==> src/rtl/mac_feed_pkg.sv <==
// Shared types and constants for the MAC operand feeder.
package mac_feed_pkg;

    typedef enum logic [2:0] {
        StIdle,
        StClear,
        StIssue,
        StDrain,
        StResult
    } feed_state_e;

    localparam int unsigned MacLatDefault = 3;
    // Buffers return data the cycle after the read strobe.
    localparam int unsigned BufRdLat      = 1;

endpackage

==> src/rtl/mac_operand_feeder.sv <==
// Sequences one dot product through a MAC: clear, stream operand pairs from two
// synchronous-read buffers, wait out the MAC pipeline, then hand off the result.
module mac_operand_feeder
    import mac_feed_pkg::*;
#(
    parameter int unsigned DATA_W  = 32,
    parameter int unsigned ADDR_W  = 10,
    parameter int unsigned MAC_LAT = MacLatDefault
) (
    input  logic              clk,
    input  logic              rst,
    input  logic              cmd_valid,
    output logic              cmd_ready,
    input  logic [ADDR_W-1:0] cmd_a_base,
    input  logic [ADDR_W-1:0] cmd_b_base,
    input  logic [ADDR_W:0]   cmd_len,
    output logic              a_rd_en,
    output logic              b_rd_en,
    output logic [ADDR_W-1:0] a_rd_addr,
    output logic [ADDR_W-1:0] b_rd_addr,
    input  logic [DATA_W-1:0] a_rd_data,
    input  logic [DATA_W-1:0] b_rd_data,
    output logic [DATA_W-1:0] mac_a,
    output logic [DATA_W-1:0] mac_b,
    output logic              mac_en,
    output logic              mac_clr,
    input  logic [DATA_W-1:0] mac_acc,
    output logic              res_valid,
    input  logic              res_ready,
    output logic [DATA_W-1:0] res_data,
    output logic              busy
);

    // DRAIN starts when the last pair sits at the MAC inputs; MAC_LAT edges later it
    // is in the accumulator, and one extra cycle of slack covers the read latency.
    localparam int unsigned      DRAIN_CYCLES = MAC_LAT + BufRdLat + 1;
    localparam int unsigned      CNT_W        = $clog2(DRAIN_CYCLES);
    localparam logic [CNT_W-1:0] CNT_LAST     = CNT_W'(DRAIN_CYCLES - 1);
    localparam logic [CNT_W-1:0] CNT_ONE      = CNT_W'(1);
    localparam logic [ADDR_W:0]  IDX_ONE      = {{ADDR_W{1'b0}}, 1'b1};

    feed_state_e       state_q, state_d;
    logic [ADDR_W-1:0] a_base_q, a_base_d;
    logic [ADDR_W-1:0] b_base_q, b_base_d;
    logic [ADDR_W:0]   len_q, len_d;
    logic [ADDR_W:0]   idx_q, idx_d;
    logic [CNT_W-1:0]  cnt_q, cnt_d;
    logic [DATA_W-1:0] res_q, res_d;
    logic              pair_vld_q;
    logic              issue;

    // Next-state logic: command latch, issue index, drain counter, result capture.
    always_comb begin
        state_d  = state_q;
        a_base_d = a_base_q;
        b_base_d = b_base_q;
        len_d    = len_q;
        idx_d    = idx_q;
        cnt_d    = cnt_q;
        res_d    = res_q;
        unique case (state_q)
            StIdle: begin
                if (cmd_valid) begin
                    a_base_d = cmd_a_base;
                    b_base_d = cmd_b_base;
                    len_d    = cmd_len;
                    idx_d    = '0;
                    state_d  = StClear;
                end
            end
            StClear: begin
                cnt_d   = '0;
                state_d = (len_q != '0) ? StIssue : StDrain;
            end
            StIssue: begin
                idx_d = idx_q + IDX_ONE;
                if ((idx_q + IDX_ONE) == len_q) begin
                    cnt_d   = '0;
                    state_d = StDrain;
                end
            end
            StDrain: begin
                if (cnt_q == CNT_LAST) begin
                    res_d   = mac_acc;
                    state_d = StResult;
                end else begin
                    cnt_d = cnt_q + CNT_ONE;
                end
            end
            StResult: begin
                if (res_ready) begin
                    state_d = StIdle;
                end
            end
            default: state_d = StIdle;
        endcase
    end

    // State registers with synchronous reset; reset aborts any command in flight.
    always_ff @(posedge clk) begin
        if (rst) begin
            state_q    <= StIdle;
            a_base_q   <= '0;
            b_base_q   <= '0;
            len_q      <= '0;
            idx_q      <= '0;
            cnt_q      <= '0;
            res_q      <= '0;
            pair_vld_q <= 1'b0;
        end else begin
            state_q    <= state_d;
            a_base_q   <= a_base_d;
            b_base_q   <= b_base_d;
            len_q      <= len_d;
            idx_q      <= idx_d;
            cnt_q      <= cnt_d;
            res_q      <= res_d;
            pair_vld_q <= issue;
        end
    end

    // Outputs: operands are zeroed outside valid pairs so the always-enabled MAC
    // never re-accumulates stale data.
    always_comb begin
        issue     = (state_q == StIssue);
        cmd_ready = (state_q == StIdle) && !rst;
        a_rd_en   = issue;
        b_rd_en   = issue;
        a_rd_addr = issue ? (a_base_q + idx_q[ADDR_W-1:0]) : '0;
        b_rd_addr = issue ? (b_base_q + idx_q[ADDR_W-1:0]) : '0;
        mac_a     = pair_vld_q ? a_rd_data : '0;
        mac_b     = pair_vld_q ? b_rd_data : '0;
        mac_en    = !rst;
        mac_clr   = rst || (state_q == StClear);
        res_valid = (state_q == StResult);
        res_data  = res_q;
        busy      = (state_q != StIdle);
    end

endmodule

==> config.mk <==
export PLATFORM = sky130hd
export DESIGN_NAME = mac_operand_feeder
export DESIGN_NICKNAME = d
export VERILOG_FILES = /design/src/rtl/mac_feed_pkg.sv /design/src/rtl/mac_operand_feeder.sv
export SDC_FILE = /design/constraint.sdc
export NUM_CORES = 1
export LEC_CHECK = 0
export CAP_MARGIN = 0
export CORE_ASPECT_RATIO = 0.5
export CORE_MARGIN = 1.5
export CORE_UTILIZATION = 36
export CTS_CLUSTER_SIZE = 12
export DETAILED_ROUTE_END_ITERATION = 16
export PLACE_DENSITY = 0.8
export SLEW_MARGIN = 20
export SYNTH_ARGS = -nofsm -noshare
export SYNTH_HDL_FRONTEND = slang
export SYNTH_SLANG_ARGS = --single-unit
export TNS_END_PERCENT = 30
==> constraint.sdc <==
create_clock -name clk -period 2.2 [get_ports clk]
set_input_delay 0.33 -clock clk [delete_from_list [all_inputs] [get_ports clk]]
set_output_delay 0.33 -clock clk [all_outputs]
set_load 0.01 [all_outputs]
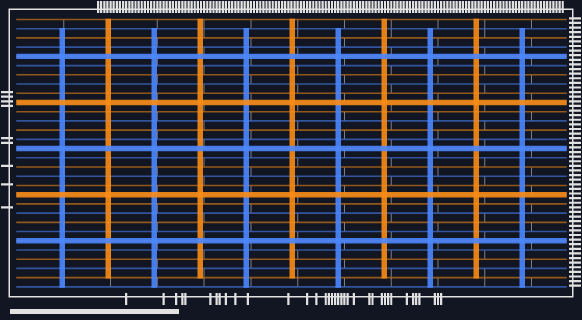
**Above:** supply network.
Scale bar: 50 um. Pins as bars on the die edge. Tap cells in grey.
legend:
  orange:
    net: VDD
  blue:
    net: VSS
met1 rails: 30
signal pins: 254
met5 straps: 5
rows: 29
met4 straps: 11
Die Height: 84.4 um
area of the core: 12800 um^2
worst vdd ir: 0.346 mV
die width: 166 um

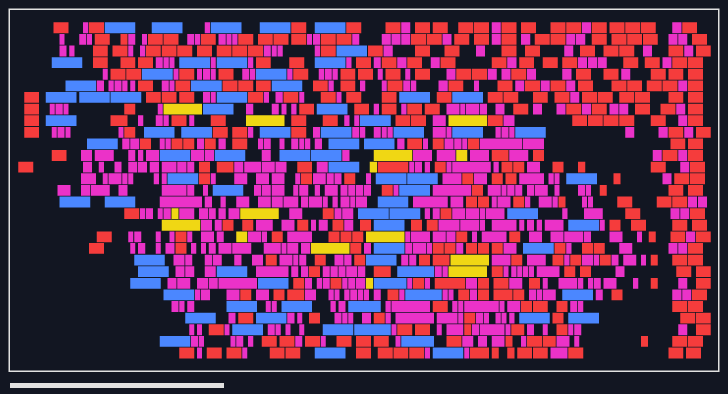
**Above:** placement by cell class.
Scale bar: 50 um.
legend:
  red:
    class: remaining buffers and delay cells
    cells: 343
    share_of_their_area: 38%
  magenta:
    class: remaining logic cells
    cells: 521
    share_of_their_area: 38%
  yellow:
    class: clock drivers and dummy loads
    cells: 15
    share_of_their_area: 3.4%
  blue:
    class: registers
    cells: 81
    share_of_their_area: 20%
Seq/total area: 0.192
final std cell area, no fill: 8510 um^2
final core utilization: 0.665

==> flow_summary.json <==
{
  "comb_area_um2": 3130,
  "p_leak_nw": 3.38,
  "cellPowerDensity_nw_per_um2": 494,
  "max_freq_mhz": 364,
  "p_sw_frac": 0.290,
  "met2_usage": 0.459,
  "io_pins": 254,
  "synth_area_leader_cell": "dfxtp_1",
  "via_count": 5735,
  "setup_viol": 21,
  "numCtsBuffers": 9,
  "yosysUniqueCellTypes": 55,
  "syn_to_final_growth_pct": 78.4,
  "worst_pin_slew_ns": 0.892,
  "grt_use_met1": 0.303,
  "grt_pass1_vias": 5715,
  "outcome": "finished with violations",
  "pwr-share-seq": 0.379,
  "fp-row-count": 29,
  "antenna_left": 0,
  "n_antenna_cell": 0,
  "drv_cap": 0,
  "gr-total-overflow": 0,
  "ys_area_um2": 4770,
  "fp_nets": 802,
  "cts_tree": "done",
  "cts_buffer_depth": 2,
  "rsz0062_at_grt": "yes",
  "path_class": "reg2out",
  "slew_headroom": 0.405,
  "post-route-min-period_ns": 2.75,
  "ff_type": "dfxtp_1",
  "drc": 0,
  "die_area_um2": 14000,
  "numPortBuffers": 253,
  "clockPowerShare": 0.341,
  "cp_data_arrival_time_ns": 2.42,
  "htree_num_levels": 3,
  "violations": "negative setup slack",
  "layout.cells.non_filler": 1130,
  "busiest_layer": "met2",
  "ys_seq_frac": 0.340,
  "register_area_um2": 1640,
  "initCoreUtil": 0.372,
  "critPathMaxFanout": 2,
  "clk_pin_slew_ns": 0.06,
  "clock-root-buffer": "clkbuf_16",
  "postSynthAreaPerCell_um2": 7.36,
  "start_kind": "flop",
  "fin_worst_skew_ns": 0.00587,
  "period_used_share": 1.25,
  "nFillCells": 996,
  "hold_path_class": "in2reg",
  "end_kind": "output port",
  "grt.total_usage": 0.258,
  "hold_buffers": 0,
  "setup_slack_ns": -0.550,
  "async_reset_ff_frac": 0,
  "post-dp-hpwl_um": 13200,
  "viasPerCell": 5.08,
  "wire_per_inst_um": 17.1,
  "antenna_found_initial": 0,
  "dp_cells": 1100,
  "gp_congestion": 0.867,
  "synth-edff-count": 0,
  "maxSlewViolCount": 0,
  "top_cell_area_share": 0.340,
  "warnings": 30,
  "ys_seq_elements": 81,
  "tns_ns": -7.15,
  "cts.sinks": 81,
  "grt_util_met3": 0.0608,
  "synth_warnings": 0,
  "clk_latency_ns": 0.33,
  "initialDrtViolationCount": 329,
  "critPathRequiredTime_ns": 1.87,
  "finalHoldViolCount": 0,
  "syn_area_um2": 4770,
  "grt_max_degree": 81,
  "ys_cells": 648,
  "combinationalPowerShare": 0.280,
  "p_int_mw": 2.99,
  "netSwitchingPower_mw": 1.22,
  "synthCells": 648,
  "first_pass_iters": 5,
  "layout.nets": 1110,
  "synthTopCellsByArea": "dfxtp_1 (34%), nand2_1 (11%), a21oi_1 (9.2%), and2_1 (9.0%), ha_1 (5.5%)",
  "grt_pass1_wl_um": 29000,
  "drt_wl_total_um": 19300,
  "drive_above_1_share": 0.177
}
==> power by group through the flow <==
stage / Sequential [mW] / Combinational [mW] / Clock, mW
2_1_floorplan: 1.61 / 0.513 / 0
3_3_place_gp: 1.61 / 1.09 / 0
3_5_place_dp: 1.61 / 1.10 / 0
4_1_cts: 1.59 / 1.13 / 1.46
5_1_grt: 1.60 / 1.26 / 1.51
6_report: 1.59 / 1.18 / 1.44
==> metrics by stage <==
stage / total power [mW] / hold WS, ns / setup WS [ns] / instance area (um^2)
finish: 4.21 / 0.365 / -0.550 / 8510
global route: 4.37 / 0.409 / -0.632 / 8510
CTS: 4.17 / 0.358 / -0.523 / 8380
detailed placement: 2.72 / 0.446 / -0.744 / 7920
global placement: 2.70 / 0.440 / -0.671 / 7920
floorplan: 2.12 / 0.441 / -0.0122 / 4810
==> state kept, by name, indices dropped and copies added (netlist names) <==
register and flops:
idx_q 11, res_data 32, pair_vld_q 1, cnt_q 3, a_base_q 10, state_q 3, len_q 11, b_base_q 10
==> worst max-delay path: stages (launching register included) <==
cell	delay [ns]
dfxtp_2	0.35
ha_4	0.14
inv_2	0.04
fa_2	0.41
nor2b_4	0.14
o21ai_2	0.09
a21boi_2	0.22
o21ai_2	0.10
a21oi_2	0.14
xnor2_1	0.09
nor2_2	0.20
buf_6	0.15
==> metal layers <==
metal | vias to the layer above | routed length [um]
li1 | 2785 | -
met1 | 2636 | 7950
met2 | 259 | 9570
met3 | 55 | 1210
met4 | 0 | 535
met5 | - | 0
==> path summary, 6_finish.rpt <==
kind,depth (start not counted),slack (ns),startpoint,to
max,11,-0.55,a_base_q[0],a_rd_addr[8]
max reg2reg,8,-0.40,idx_q[3],cnt_q[1]
min reg2reg,2,0.45,res_data[0],res_data[0]
min,4,0.37,rst,cnt_q[0]
==> synthesized netlist by cell type (all sizes together), types with 3 or more instances <==
library cell,number
a2111oi,3
a211o,3
a21o,4
a21oi,89
and2,69
and3,5
buf,6
clkbuf,40
dfxtp,81
ha,21
inv,18
nand2,139
nand2b,5
nand3,8
nand4,6
nor2,43
nor2b,6
nor3,12
nor4,3
o21a,3
o21ai,19
or3,5
or4,5
xnor2,15
xor2,9
==> cell usage in the layout (no fill, tap or decap), types with 9 or more instances in the layout <==
cell type,n
nor3_1,9
a21oi_1,82
clkbuf_16,10
xnor2_1,13
buf_2,11
ha_1,16
buf_4,83
xor2_1,9
inv_1,15
and2_1,69
nand2_1,139
nor2_1,42
dfxtp_1,75
o21ai_0,10
clkdlybuf4s50_1,234
==> cell families after synthesis <==
kind of cell             share of synthesized area
buffers and inverters                       0.0548
XOR/XNOR                                    0.0441
AND-OR/OR-AND                                0.168
AND/OR/NAND/NOR                              0.330
flip-flops                                   0.340
adder cells (fa/ha/maj)                     0.0635
==> area by class of cell <==
cell class              instances  share of cell area
clock buffers                  10              0.0294
clock inverters                 5             0.00353
inverters                      18             0.00794
multi-input cells             503               0.367
flip-flops and latches         81               0.192
well taps                     170              0.0250
repair buffers                343               0.375
==> what timing repair did <==
item | CTS | global route
pin swaps | 20 | 24
cloned | 0 | 0
endpoints found under the hold margin | 0 | 0
endpoints found under the setup margin | 26 | 26
gates resized | 78 | 43
setup buffers | 16 | 4
Power figures rest on the tool's default switching activity, not on a simulated workload.
